**Run 1: floorplan with the power grid**

Bar = 50 µm. Pins as bars on the die edge.
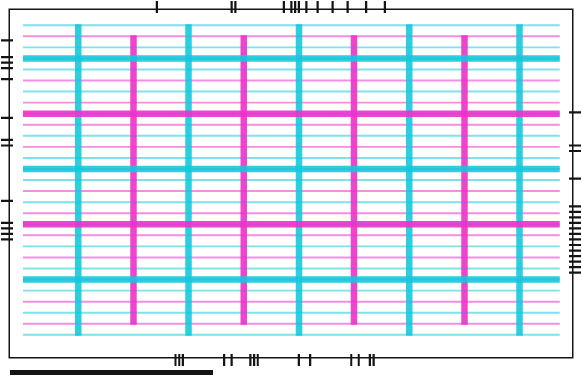
**Run 1: placed cells, one color a class**

Bar = 50 µm.
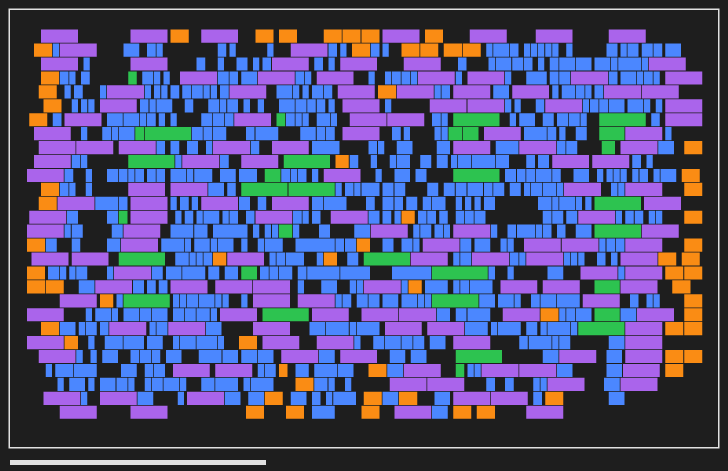
**Run 1: clock network drawn from the DEF**

Bar = 50 µm.
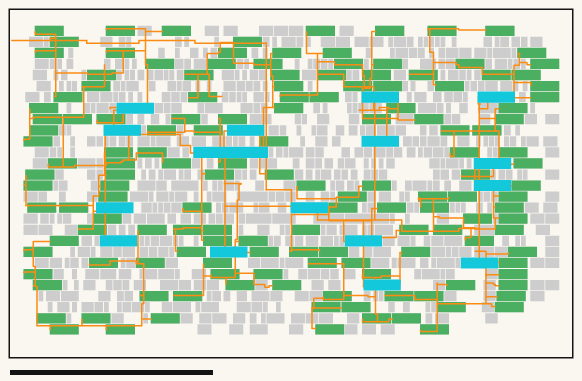
==> src/rtl/pwm_capture.sv <==
// rtl/pwm_capture.sv - Complementary PWM pair receiver: high time, period, dead-time minimum, fault flags.
module pwm_capture #(
  parameter int Width        = 16,
  parameter int SyncStages   = 2,
  parameter int TimeoutCount = 65535
) (
  input  logic             MClk,
  input  logic             Rst,
  input  logic [1:0]       S,
  input  logic             ClearFault,
  output logic [Width-1:0] HighCount,
  output logic [Width-1:0] PeriodCount,
  output logic [Width-1:0] DeadMin,
  output logic             Valid,
  output logic             Saturated,
  output logic             ShootThrough,
  output logic             LossOfSignal
);

  localparam logic [Width-1:0] MaxCnt     = '1;
  localparam logic [Width-1:0] TimeoutVal = Width'(TimeoutCount);
  localparam int               PrimeMax   = SyncStages + 2;
  localparam int               PW         = $clog2(PrimeMax + 1);

  typedef enum logic [1:0] {IDLE, HIGH, LOW} state_t;

  logic [1:0]       sync_q [SyncStages];
  logic [1:0]       lvl_q, prev_q;
  logic [PW-1:0]    prime_q;
  state_t           state_q;
  logic [Width-1:0] hi_q, per_q, gap_q, dmin_q, idle_q;
  logic             gap_arm_q, gap_src_q, gap_seen_q;

  logic             primed, both_low, gap_done, timeout;
  logic [1:0]       rise, fall;
  logic [Width-1:0] min_in;

  function automatic logic [Width-1:0] sat_inc(input logic [Width-1:0] v);
    return (v == MaxCnt) ? v : v + Width'(1);
  endfunction

  // Edges are ignored until the pipeline behind reset holds real pin samples,
  // so a pin already high at reset release is not mistaken for a rise.
  always_comb begin
    primed   = (prime_q == PW'(PrimeMax));
    rise     = primed ? (lvl_q & ~prev_q) : 2'b00;
    fall     = primed ? (~lvl_q & prev_q) : 2'b00;
    both_low = (lvl_q == 2'b00);
    gap_done = gap_arm_q && ((rise[0] && gap_src_q) || (rise[1] && !gap_src_q));
    min_in   = (gap_q < dmin_q) ? gap_q : dmin_q;
    timeout  = !rise[0] && (idle_q == TimeoutVal - Width'(1));
  end

  always_ff @(posedge MClk) begin
    if (Rst) begin
      for (int i = 0; i < SyncStages; i++) sync_q[i] <= 2'b00;
      lvl_q        <= 2'b00;
      prev_q       <= 2'b00;
      prime_q      <= '0;
      state_q      <= IDLE;
      hi_q         <= '0;
      per_q        <= '0;
      gap_q        <= '0;
      dmin_q       <= '1;
      idle_q       <= '0;
      gap_arm_q    <= 1'b0;
      gap_src_q    <= 1'b0;
      gap_seen_q   <= 1'b0;
      HighCount    <= '0;
      PeriodCount  <= '0;
      DeadMin      <= '0;
      Valid        <= 1'b0;
      Saturated    <= 1'b0;
      ShootThrough <= 1'b0;
      LossOfSignal <= 1'b0;
    end else begin
      sync_q[0] <= S;
      for (int i = 1; i < SyncStages; i++) sync_q[i] <= sync_q[i-1];
      lvl_q  <= sync_q[SyncStages-1];
      prev_q <= lvl_q;
      if (!primed) prime_q <= prime_q + PW'(1);

      Valid <= 1'b0;

      if (lvl_q == 2'b11)  ShootThrough <= 1'b1;
      else if (ClearFault) ShootThrough <= 1'b0;

      if (rise[0])                  idle_q <= '0;
      else if (idle_q != TimeoutVal) idle_q <= idle_q + Width'(1);

      if (timeout)         LossOfSignal <= 1'b1;
      else if (ClearFault) LossOfSignal <= 1'b0;

      // Gap tracking runs independently of the FSM so a gap crossing a
      // period boundary is credited to the period its closing rise starts.
      if (rise != 2'b00) begin
        gap_arm_q <= 1'b0;
        gap_q     <= '0;
      end else if (fall != 2'b00 && both_low) begin
        gap_arm_q <= 1'b1;
        gap_src_q <= fall[1];
        gap_q     <= Width'(1);
      end else if (gap_arm_q && both_low) begin
        gap_q <= sat_inc(gap_q);
      end

      case (state_q)
        IDLE: begin
          if (rise[0]) begin
            state_q    <= HIGH;
            hi_q       <= Width'(1);
            per_q      <= Width'(1);
            dmin_q     <= gap_done ? gap_q : MaxCnt;
            gap_seen_q <= gap_done;
          end
        end
        default: begin
          if (timeout) begin
            state_q <= IDLE;
          end else if (rise[0]) begin
            HighCount   <= hi_q;
            PeriodCount <= per_q;
            DeadMin     <= gap_seen_q ? dmin_q : '0;
            Saturated   <= (hi_q == MaxCnt) || (per_q == MaxCnt) ||
                           (gap_seen_q && dmin_q == MaxCnt);
            Valid       <= 1'b1;
            state_q     <= HIGH;
            hi_q        <= Width'(1);
            per_q       <= Width'(1);
            dmin_q      <= gap_done ? gap_q : MaxCnt;
            gap_seen_q  <= gap_done;
          end else begin
            per_q <= sat_inc(per_q);
            if (lvl_q[0]) hi_q <= sat_inc(hi_q);
            if (state_q == HIGH && fall[0]) state_q <= LOW;
            if (gap_done) begin
              dmin_q     <= min_in;
              gap_seen_q <= 1'b1;
            end
          end
        end
      endcase
    end
  end

endmodule

==> config.mk <==
export PLATFORM = sky130hd
export DESIGN_NAME = pwm_capture
export DESIGN_NICKNAME = d
export VERILOG_FILES = /design/src/rtl/pwm_capture.sv
export SDC_FILE = /design/constraint.sdc
export NUM_CORES = 1
export LEC_CHECK = 0
export CAP_MARGIN = 20
export CORE_ASPECT_RATIO = 0.6
export CORE_MARGIN = 3
export CORE_UTILIZATION = 62
export DETAILED_ROUTE_END_ITERATION = 16
export PLACE_DENSITY_LB_ADDON = 0.1
export SYNTH_ARGS = -nofsm -noshare
export SYNTH_HDL_FRONTEND = slang
export SYNTH_SLANG_ARGS = --single-unit
==> constraint.sdc <==
create_clock -name MClk -period 3.29 [get_ports MClk]
set_input_delay 0.658 -clock MClk [delete_from_list [all_inputs] [get_ports MClk]]
set_output_delay 0.658 -clock MClk [all_outputs]
set_load 0.02 [all_outputs]
==> impl_metrics.csv, run 1 <==
group,metric,value,unit
clocking,tritoncts,"done",
finish,final_layout_top_logic_cells,"148 x dfxtp_1, 108 x nand2_1, 70 x nor2_1",
routing,antenna_left,0,
run,warning_count,28,
setup_path,crit_cells,7,
clocking,cts_buffers,17,
global_routing,grt_max_degree,46,
logic_synthesis,common_cells,"148 x dfxtp_1, 108 x nand2_1, 71 x nor2_1",
setup_path,cp-start-kind,"flop",
clocking,clkTransAtPathRegs,0.06,ns
hold_path,hold_path_startpoint,"sync_q[0][1]$_SDFF_PP0_",
power_and_ir_drop,p_comb_share,3.3,%
setup_path,crit_path_cell_trace,"ha_1 -> and3_1 -> nand4_2 -> nand2_1 -> o21ai_1 -> a21oi_1 -> a2111oi_2",
logic_synthesis,adder_share,4.231,%
power_and_ir_drop,p_int,2.943,mW
logic_synthesis,netlist.area_leader.share,45.54,%
logic_synthesis,logic_family,"simple AND/OR/NAND/NOR gates",
logic_synthesis,edf_count,0,
power_and_ir_drop,clockPowerShare,48.7,%
finish,drive_above_1_share,7.453,%
hold_path,hold_end,"sync_q[1][1]$_SDFF_PP0_",
run_status,run_status,"finished clean",
hold_path,hp-class,"flop to flop",
finish,design.seq.count,148,
placed_design,dp_hpwl,11270,µm
placed_design,pre_cts_ws,0.7257,ns
routing,finalWirelength,16330,µm
setup_path,crit_path_top_delay_cell,"o21ai_1",
logic_synthesis,yosys_area,6506,µm²
logic_synthesis,mux_share,0.4615,%
finish,flop_area,2963,µm²
routing,vias_per_cell,6.141,
setup_path,critical_path.max_stage_delay,0.87,ns
sta,tightest_slew,1.073,ns
setup_path,worstPathRequired,3.60,ns
routing,drt_iter0_markers,543,
logic_synthesis,syn-num-nets,770,
die,die-area,11800,µm²
sta,period_minus_slack,2.775,ns
power_and_ir_drop,ir_worst_vdd,405.3,µV
clocking,ctsLongestPathBuffers,2,
power_and_ir_drop,power_density,493.5,nW/µm²
logic_synthesis,ys_sh_aoi,16.44,%
power_and_ir_drop,power_switching,853.8,µW
placed_design,gp_congestion,0.9342,
logic_synthesis,syn-mean-instance-area,8.757,µm²
global_routing,grt_pass1_wl,27260,µm
sta,max_slew_margin,27.98,%
global_routing,grt_overflow,0,
setup_path,r2r_start,"hi_q[0]$_SDFFE_PP0P_",
logic_synthesis,yosysTopAreaCell,"dfxtp_1",
setup_path,worstReg2RegEnd,"hi_q[15]$_SDFFE_PP0P_",
finish,clock_area_share,7.417,%
sta,rsz0062_at_grt,"false",
finish,clkbuf_count,20,
logic_synthesis,ys_sh_xor,4.712,%
logic_synthesis,yosysCellCount,743,
sta,fin_tns_setup,0,ns
finish,area_growth,18.23,%
placed_design,placed_area,7122,µm²
clocking,root_buffer,"clkbuf_16",
die,die_w,138.3,µm
clocking,post_cts_buffers,0,
routing,num_vias,5773,
logic_synthesis,synth.most_common_cell,"dfxtp_1",
finish,nets,819,
sta,finalHoldViolCount,0,
sta,clock_skew,0.009688,ns
logic_synthesis,synthCells,743,
die,rows,28,
finish,final_area,7692,µm²
sta,fin_ws,0.5148,ns
clocking,clk_latency,0.42,ns
finish,inv_count,25,
setup_path,crit_type,"flop to flop",
finish,logic_gate_count,536,
logic_synthesis,synth-warning-count,0,
power_and_ir_drop,p_leak,2.951,nW
routing,wl_per_cell,17.37,µm
global_routing,grt_antenna_before_repair,0,
die,die_h,85.35,µm
power_and_ir_drop,seqPwrFrac,48.1,%
global_routing,grt_util_all_layers,28.38,%
hold_path,min_path_cells,1,
die,io_pins,57,
logic_synthesis,synthSimpleGateAreaFrac,24.54,%
routing,dr.pass1.iters,5,
setup_path,arrival,3.08,ns
finish,final-nonclk-buf-share,8.003,%
sta,drv_slew,0,
die,core,10050,µm²
finish,nFillCells,680,
finish,comb_share,42.65,%
finish,layout_top_cell,"dfxtp_1",
setup_path,critical_path_buf_inv_count,0,
logic_synthesis,syn-cell-area,6506,µm²
finish,comb_area,3281,µm²
placed_design,place.port_buffers,56,
finish,buffers,64,
setup_path,rr_worst_depth,7,
sta,setup_viol,0,
die,initial_core_util,64.71,%
routing,drc,0,
run,max_cap_violations,0,
logic_synthesis,synthFlopType,"dfxtp_1",
clocking,cts-resized-gates,0,
logic_synthesis,synthArstFlopShare,0,%
sta,period_used_share,84.35,%
power_and_ir_drop,p_sw_share,22.49,%
clocking,postCtsHoldBufs,0,
sta,fmax,360.3,MHz
power_and_ir_drop,power,3.796,mW
sta,fin_hold_ws,0.4440,ns
clocking,cts_sinks,148,
logic_synthesis,ys_seq_share,45.54,%
setup_path,cp_max_fo,13,
global_routing,grt_pass1_vias,5492,
setup_path,r2r_slack,0.51,ns
setup_path,crit_family,"AND-OR/OR-AND gates",
finish,seq-cell-share,38.52,%
finish,largest_class,"logic gates",
finish,n_antenna_cell,0,
logic_synthesis,synthTopCellsByArea,"dfxtp_1 46%, nand2_1 6.2%, a21oi_1 4.8%, ha_1 4.2%, nor2_1 4.1%",
die,n_tap_cell,135,
logic_synthesis,ys_types,65,
logic_synthesis,synth_flops,148,
clocking,cts_max_level,4,
setup_path,critPathCaptureType,"flop",
About 'floorplan with the power grid':
| net | color |
|---|---|
| VSS | cyan |
| VDD | magenta |
met4 straps: 9
met1 rails: 29
signal pins: 57

About 'placed cells, one color a class':
| class | color | cells | share of their area |
|---|---|---|---|
| combinational and other logic | blue | 561 | 45% |
| clock drivers and dummy loads | green | 32 | 7.6% |
| flops | purple | 148 | 39% |
| other buffers and delay cells | orange | 64 | 8.2% |

About 'clock network drawn from the DEF':
[flip-flops] green | count: 148
[clock wires] orange | length: 1,620 µm
[clock drivers] cyan | count: 17
flops lie: spread over the die
routed clock nets: 18

run 1: per-layer routing:
layer / GRT usage (%) / part of all wire [%] / vias up
li1: - / - / 2736
met1: 41.53 / 48 / 2751
met2: 42.39 / 43 / 250
met3: 4.955 / 7.3 / 36
met4: 10.22 / 1.8 / 0
met5: 0 / 0 / -
run 1: registers in the layout, summed over array words and instances (netlist names):
signal / flops
HighCount: 16
gap_q: 16
sync_q: 4
dmin_q: 16
Saturated: 1
lvl_q: 2
prev_q: 2
ShootThrough: 1
LossOfSignal: 1
gap_src_q: 1
prime_q: 3
Valid: 1
per_q: 16
PeriodCount: 16
idle_q: 16
gap_seen_q: 1
gap_arm_q: 1
DeadMin: 16
hi_q: 16
state_q: 2
run 1: worst max-delay path by stage:
stage | from | to
after detailed placement | hi_q[0]$_SDFFE_PP0P_ | hi_q[15]$_SDFFE_PP0P_
after CTS | hi_q[0]$_SDFFE_PP0P_ | hi_q[15]$_SDFFE_PP0P_
final | hi_q[0]$_SDFFE_PP0P_ | hi_q[15]$_SDFFE_PP0P_
after global placement | hi_q[0]$_SDFFE_PP0P_ | hi_q[15]$_SDFFE_PP0P_
after global routing | hi_q[0]$_SDFFE_PP0P_ | hi_q[15]$_SDFFE_PP0P_
after floorplan | dmin_q[13]$_SDFFE_PP1P_ | dmin_q[10]$_SDFFE_PP1P_
run 1: power groups by stage:
stage               clock (mW)  combinational [mW]  sequential [mW]
finish                    1.85               0.124             1.82
global route              1.94               0.137             1.83
CTS                       1.86               0.122             1.82
detailed placement           0               0.120             1.86
global placement             0               0.115             1.86
floorplan                    0              0.0968             1.86
run 1: through the flow:
stage / std cells / utilization (%)
finish: 940 / 76.51
global route: 940 / 76.51
CTS: 940 / 76.51
detailed placement: 908 / 70.83
global placement: 908 / 70.83
floorplan: 743 / -
**Run 1: routing congestion**

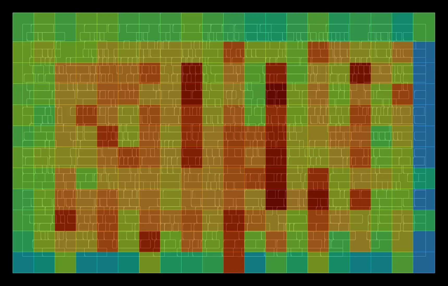

## Run 2: what changed since run 1
--- a/config.mk
+++ b/config.mk
@@ -8,7 +8,7 @@
 export CAP_MARGIN = 20
 export CORE_ASPECT_RATIO = 0.6
 export CORE_MARGIN = 3
-export CORE_UTILIZATION = 62
+export CORE_UTILIZATION = 58
 export DETAILED_ROUTE_END_ITERATION = 16
 export PLACE_DENSITY_LB_ADDON = 0.1
 export SYNTH_ARGS = -nofsm -noshare
==> constraint.sdc (replaced) <==
create_clock -name MClk -period 2.59 [get_ports MClk]
set_input_delay 0.518 -clock MClk [delete_from_list [all_inputs] [get_ports MClk]]
set_output_delay 0.518 -clock MClk [all_outputs]
set_load 0.02 [all_outputs]
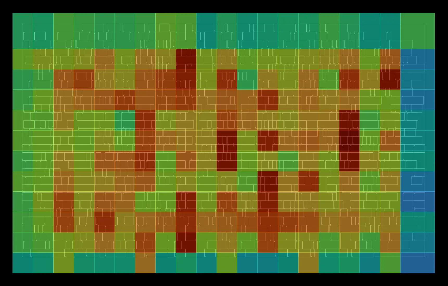
**Above:** run 2 (routing congestion).
GRT Util Overall: 27.29%
met2 Usage GRT: 40.03%
GR peak layer: met2
Avg WL per Cell: 17.37 µm
grt met1 use: 39.72%

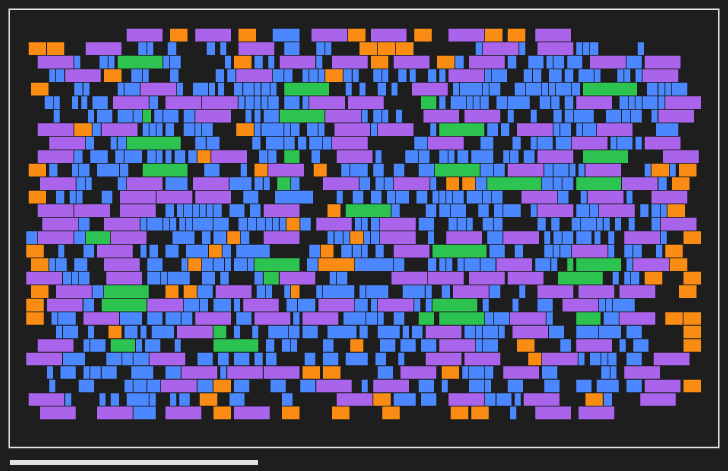
**Above:** run 2 (placed cells, one color a class).
Bar = 50 µm.
| class | color | cells | share of their area |
|---|---|---|---|
| combinational and other logic | blue | 561 | 44% |
| clock drivers and dummy loads | green | 32 | 8.4% |
| other buffers and delay cells | orange | 74 | 9.1% |
| flops | purple | 148 | 39% |

==> impl_metrics.csv, run 2 <==
group,metric,value,unit
global_routing,grt_pass1_wl,27100,µm
die,die-area,12570,µm²
logic_synthesis,netlist.area_leader.share,45.54,%
power_and_ir_drop,clockPowerShare,51.7,%
logic_synthesis,syn-mean-instance-area,8.757,µm²
die,core,10740,µm²
setup_path,critical_path_buf_inv_count,1,
clocking,ctsLongestPathBuffers,2,
global_routing,grt_overflow,0,
routing,dr.pass1.iters,5,
run_status,run_status,"finished clean",
clocking,clkTransAtPathRegs,0.06,ns
setup_path,critPathCaptureType,"flop",
logic_synthesis,edf_count,0,
finish,area_growth,20.81,%
sta,fin_hold_ws,0.4369,ns
power_and_ir_drop,seqPwrFrac,45.0,%
power_and_ir_drop,ir_worst_vdd,545.3,µV
setup_path,worstPathRequired,2.89,ns
logic_synthesis,ys_types,65,
clocking,cts_sinks,148,
routing,vias_per_cell,5.942,
global_routing,grt_max_degree,75,
placed_design,dp_hpwl,11310,µm
sta,finalHoldViolCount,0,
power_and_ir_drop,p_int,4.044,mW
logic_synthesis,yosysCellCount,743,
logic_synthesis,syn-num-nets,770,
clocking,cts-resized-gates,0,
finish,nFillCells,809,
sta,period_used_share,93.10,%
finish,final_layout_top_logic_cells,"148 x dfxtp_1, 108 x nand2_1, 70 x nor2_1",
die,io_pins,57,
clocking,postCtsHoldBufs,0,
finish,n_antenna_cell,0,
sta,fin_tns_setup,0,ns
routing,drt_iter0_markers,557,
setup_path,startpoint,"prime_q[0]$_SDFFE_PP0P_",
power_and_ir_drop,pg_seq,2.32,mW
routing,antenna_left,0,
die,die_w,142.7,µm
clocking,post_cts_buffers,0,
logic_synthesis,yosys_area,6506,µm²
setup_path,crit_path_cell_trace,"inv_1 -> ha_1 -> nand2_4 -> nor3b_2 -> o211a_1 -> nand4_4 -> o31a_4 -> o22a_1",
sta,drv_slew,0,
global_routing,grt_antenna_before_repair,0,
setup_path,r2r_start,"prime_q[0]$_SDFFE_PP0P_",
global_routing,grt_pass1_vias,5466,
power_and_ir_drop,p_sw_share,21.50,%
hold_path,hp-class,"flop to flop",
logic_synthesis,synthCells,743,
hold_path,hold_path_startpoint,"sync_q[1][0]$_SDFF_PP0_",
clocking,clk_latency,0.42,ns
run,warning_count,28,
clocking,root_buffer,"clkbuf_16",
clocking,cts_buffers,17,
routing,num_vias,5669,
power_and_ir_drop,power-top-group,"clock",
power_and_ir_drop,p_leak,3.037,nW
logic_synthesis,synthTopCellsByArea,"dfxtp_1 46%, nand2_1 6.2%, a21oi_1 4.8%, ha_1 4.2%, nor2_1 4.1%",
finish,flop_area,2963,µm²
setup_path,crit_family,"AND-OR/OR-AND gates",
run,max_cap_violations,0,
logic_synthesis,synth_flops,148,
sta,tightest_slew,0.8062,ns
logic_synthesis,syn-cell-area,6506,µm²
sta,fmax,414.7,MHz
logic_synthesis,common_cells,"148 x dfxtp_1, 108 x nand2_1, 71 x nor2_1",
setup_path,critical_path.max_stage_delay,0.49,ns
sta,rsz0062_at_grt,"false",
setup_path,arrival,2.71,ns
routing,drc,0,
finish,drive_above_1_share,8.466,%
die,initial_core_util,60.58,%
power_and_ir_drop,p_comb_share,3.3,%
power_and_ir_drop,power_switching,1.108,mW
sta,period_minus_slack,2.411,ns
clocking,cts_max_level,4,
power_and_ir_drop,power_density,655.5,nW/µm²
logic_synthesis,ys_seq_share,45.54,%
setup_path,crit_path_top_delay_cell,"o31a_4",
sta,clock_skew,0.008353,ns
finish,layout_top_cell,"dfxtp_1",
power_and_ir_drop,clock_net_power,2.67,mW
logic_synthesis,synthArstFlopShare,0,%
logic_synthesis,yosysTopAreaCell,"dfxtp_1",
die,rows,29,
global_routing,gr-usage-met3,7.092,%
placed_design,gp_congestion,0.9601,
routing,finalWirelength,16570,µm
finish,comb_area,3281,µm²
logic_synthesis,synth.most_common_cell,"dfxtp_1",
logic_synthesis,synthFlopType,"dfxtp_1",
clocking,tritoncts,"done",
die,die_h,88.04,µm
setup_path,cp-start-kind,"flop",
setup_path,cp_max_fo,16,
setup_path,crit_type,"flop to flop",
logic_synthesis,synth-warning-count,0,
placed_design,place.port_buffers,56,
sta,setup_viol,0,
power_and_ir_drop,comb_power,170,µW
sta,max_slew_margin,45.84,%
finish,nets,829,
-- run 2: final timing paths --
path | endpoint | slack, ns | depth (start not counted)
setup / recovery | dmin_q[6]$_SDFFE_PP1P_ | 0.18 | 8
hold / removal | lvl_q[0]$_SDFF_PP0_ | 0.44 | 1
hold reg to reg | lvl_q[0]$_SDFF_PP0_ | 0.44 | 1
setup reg to reg | dmin_q[6]$_SDFFE_PP1P_ | 0.18 | 8
-- run 2: kinds of logic after synthesis --
group / share of synthesized area (%)
AND/OR/NAND/NOR: 24.54
AND-OR/OR-AND: 16.44
flip-flops: 45.54
buffers and inverters: 4.077
XOR/XNOR: 4.711
adder cells (fa/ha/maj): 4.231
multiplexers: 0.4616
-- run 2: worst reg2reg max path: stages (launching register included) --
cell	delay (ns)
dfxtp_1	0.34
inv_1	0.06
ha_1	0.30
nand2_4	0.14
nor3b_2	0.33
o211a_1	0.26
nand4_4	0.14
o31a_4	0.49
o22a_1	0.23
-- run 2: area by class of cell --
| class | instances | share of cell area [%] |
|---|---|---|
| flip-flops and latches | 148 | 37.69 |
| multi-input cells | 536 | 41.74 |
| repair buffers | 74 | 8.946 |
| inverters | 25 | 1.194 |
| well taps | 139 | 2.213 |
| clock buffers | 21 | 5.985 |
| clock inverters | 11 | 2.229 |
-- run 2: per-layer routing --
metal  vias up  routed length, µm  share of wire [%]
met5         -                  0                  0
met4         0                150               0.91
met3        21               1202                7.3
met2       219               7082                 43
met1      2679               8131                 49
li1       2750                  -                  -
-- run 2: stage by stage --
step	utilization, %	cells	total power, mW	setup slack [ns]	instance area, µm²
floorplan	-	743	2.481	0.4423	6506
global placement	67.17	922	2.523	0.3772	7214
detailed placement	67.17	922	2.531	0.2279	7214
CTS	73.18	954	5.162	0.2050	7860
global route	73.18	954	5.318	0.05583	7860
finish	73.18	954	5.152	0.1786	7860
**Run 2: clock network drawn from the DEF**

Bar = 50 µm.
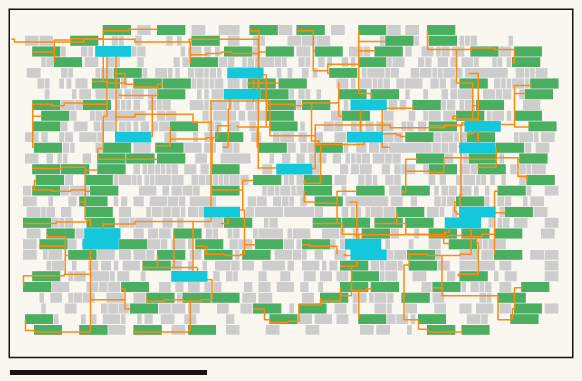

## Run 3: what changed since run 2
--- a/config.mk
+++ b/config.mk
@@ -11,6 +11,8 @@
 export CORE_UTILIZATION = 58
 export DETAILED_ROUTE_END_ITERATION = 16
 export PLACE_DENSITY_LB_ADDON = 0.1
+export REMOVE_ABC_BUFFERS = 1
+export SKIP_LAST_GASP = 1
 export SYNTH_ARGS = -nofsm -noshare
 export SYNTH_HDL_FRONTEND = slang
 export SYNTH_SLANG_ARGS = --single-unit
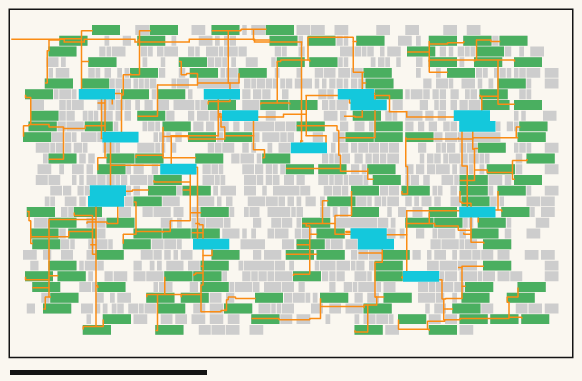
**Above:** run 3 (clock network drawn from the DEF).
Bar = 50 µm.
[clock wires] orange | length: 1,640 µm
[clock drivers] cyan | count: 17
[flip-flops] green | count: 148
routed clock nets: 18

==> impl_metrics.csv, run 3 <==
group,metric,value,unit
global_routing,grt_max_degree,51,
sta,period_minus_slack,2.429,ns
sta,max_slew_margin,48.81,%
finish,area_growth,19.81,%
routing,num_vias,5691,
finish,drive_above_1_share,8.354,%
setup_path,critPathCaptureType,"flop",
power_and_ir_drop,clockPowerShare,50.0,%
power_and_ir_drop,power,4.972,mW
power_and_ir_drop,p_sw_share,21.84,%
run,warning_count,27,
clocking,cts_buffers,17,
global_routing,grt_pass1_wl,25880,µm
clocking,postCtsHoldBufs,0,
setup_path,arrival,2.73,ns
die,io_pins,57,
finish,nFillCells,801,
logic_synthesis,ys_seq_share,45.54,%
finish,layout_top_cell,"dfxtp_1",
routing,wl_per_cell,16.86,µm
clocking,ctsLongestPathBuffers,2,
global_routing,grt_overflow,0,
setup_path,cp_max_fo,16,
finish,comb_area,3281,µm²
die,die_w,142.7,µm
power_and_ir_drop,seqPwrFrac,46.6,%
finish,design.seq.count,148,
hold_path,hp-class,"primary input to flop",
finish,n_antenna_cell,0,
power_and_ir_drop,p_leak,3.002,nW
logic_synthesis,syn-mean-instance-area,8.757,µm²
die,rows,29,
sta,fin_hold_ws,0.4218,ns
logic_synthesis,synthFlopType,"dfxtp_1",
sta,tightest_slew,0.7650,ns
power_and_ir_drop,p_comb_share,3.4,%
finish,stdcell_count,953,
routing,antenna_left,0,
logic_synthesis,syn-cell-area,6506,µm²
die,die-area,12570,µm²
run_status,run_status,"finished clean",
logic_synthesis,netlist.area_leader.share,45.54,%
setup_path,cp-start-kind,"flop",
routing,vias_per_cell,5.972,
clocking,post_cts_buffers,0,
logic_synthesis,synth-warning-count,0,
global_routing,grt_antenna_before_repair,0,
die,die_h,88.04,µm
placed_design,place.port_buffers,56,
sta,fin_tns_setup,0,ns
logic_synthesis,edf_count,0,
clocking,tritoncts,"done",
routing,wl_met1,7917,µm
clocking,root_buffer,"clkbuf_16",
hold_path,min_path_cells,2,
power_and_ir_drop,power_switching,1.086,mW
finish,nets,828,
logic_synthesis,yosysCellCount,743,
finish,final_layout_top_logic_cells,"148 x dfxtp_1, 108 x nand2_1, 70 x nor2_1",
routing,met3RoutedLength,1281,µm
finish,largest_class,"logic gates",
routing,dr.pass1.iters,5,
setup_path,rr_worst_depth,8,
routing,drc,0,
logic_synthesis,ys_types,65,
finish,seq-cell-share,38.01,%
finish,clkbuf_count,19,
clocking,cts_max_level,4,
clocking,clkTransAtPathRegs,0.06,ns
logic_synthesis,common_cells,"148 x dfxtp_1, 108 x nand2_1, 71 x nor2_1",
finish,comb_share,42.09,%
finish,final_area,7795,µm²
power_and_ir_drop,ir_worst_vdd,509.2,µV
logic_synthesis,synthCells,743,
finish,inv_count,25,
logic_synthesis,yosysTopAreaCell,"dfxtp_1",
setup_path,crit_type,"flop to flop",
routing,wl_met2,6756,µm
logic_synthesis,synth_flops,148,
placed_design,dp_cells,921,
run,max_cap_violations,0,
placed_design,gp_congestion,0.9137,
power_and_ir_drop,power_density,637.9,nW/µm²
clocking,cts-resized-gates,0,
routing,top_layer_used,"met4",
finish,flop_area,2963,µm²
setup_path,worstPathRequired,2.89,ns
placed_design,pre_cts_ws,0.1878,ns
sta,fin_ws,0.1609,ns
routing,drt_iter0_markers,481,
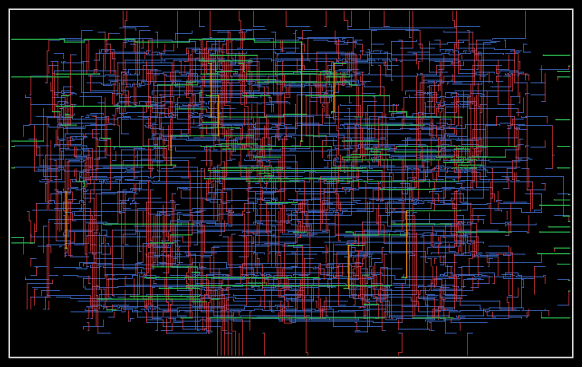
**Above:** run 3 (metal layers overlaid).
| layer | color | wire length |
|---|---|---|
| metal 1 | blue | 7,920 µm |
| metal 4 | orange | 111 µm |
| metal 2 | red | 6,760 µm |
| metal 3 | green | 1,280 µm |

-- run 3: final timing paths --
path / from / slack [ns] / end
setup / recovery: dmin_q[13]$_SDFFE_PP1P_ / 0.16 / dmin_q[3]$_SDFFE_PP1P_
hold / removal: Rst / 0.42 / gap_src_q$_SDFFE_PP0P_
setup reg to reg: dmin_q[13]$_SDFFE_PP1P_ / 0.16 / dmin_q[3]$_SDFFE_PP1P_
hold reg to reg: sync_q[1][0]$_SDFF_PP0_ / 0.44 / lvl_q[0]$_SDFF_PP0_
-- run 3: logic make-up (layout without fill, tap and decap cells) --
group / count (synthesis) / count (layout) / synth area share, %
adders and majority gates: 22 / 22 / 4.231
xor gates and xnor gates: 35 / 35 / 4.711
muxes: 3 / 3 / 0.4616
AOI/OAI and AO/OA: 156 / 156 / 16.44
buffers and inverters: 59 / 130 / 4.077
and+or+nand+nor: 320 / 320 / 24.54
DFF: 148 / 148 / 45.54
-- run 3: power groups by stage --
stage / clock (mW) / sequential (mW) / combinational (mW)
2_1_floorplan: 0 / 2.36 / 0.0955
3_3_place_gp: 0 / 2.36 / 0.160
3_5_place_dp: 0 / 2.37 / 0.165
4_1_cts: 2.51 / 2.32 / 0.167
5_1_grt: 2.62 / 2.32 / 0.186
6_report: 2.49 / 2.32 / 0.170
-- run 3: per-layer routing --
| metal | vias up | global-route usage (%) |
|---|---|---|
| met5 | - | 0 |
| met4 | 0 | 6.299 |
| met3 | 18 | 6.328 |
| met2 | 242 | 38.33 |
| met1 | 2694 | 38.29 |
| li1 | 2737 | - |
-- run 3: worst max-delay path, cell delays in order, from the launching register on --
cell	delay, ns
dfxtp_1	0.39
inv_1	0.07
ha_1	0.30
a21oi_1	0.18
nor2_1	0.06
a211oi_1	0.44
nand4_4	0.17
o31a_4	0.49
o22a_1	0.21
No activity file was given, so power comes from the tool's default toggle rates.
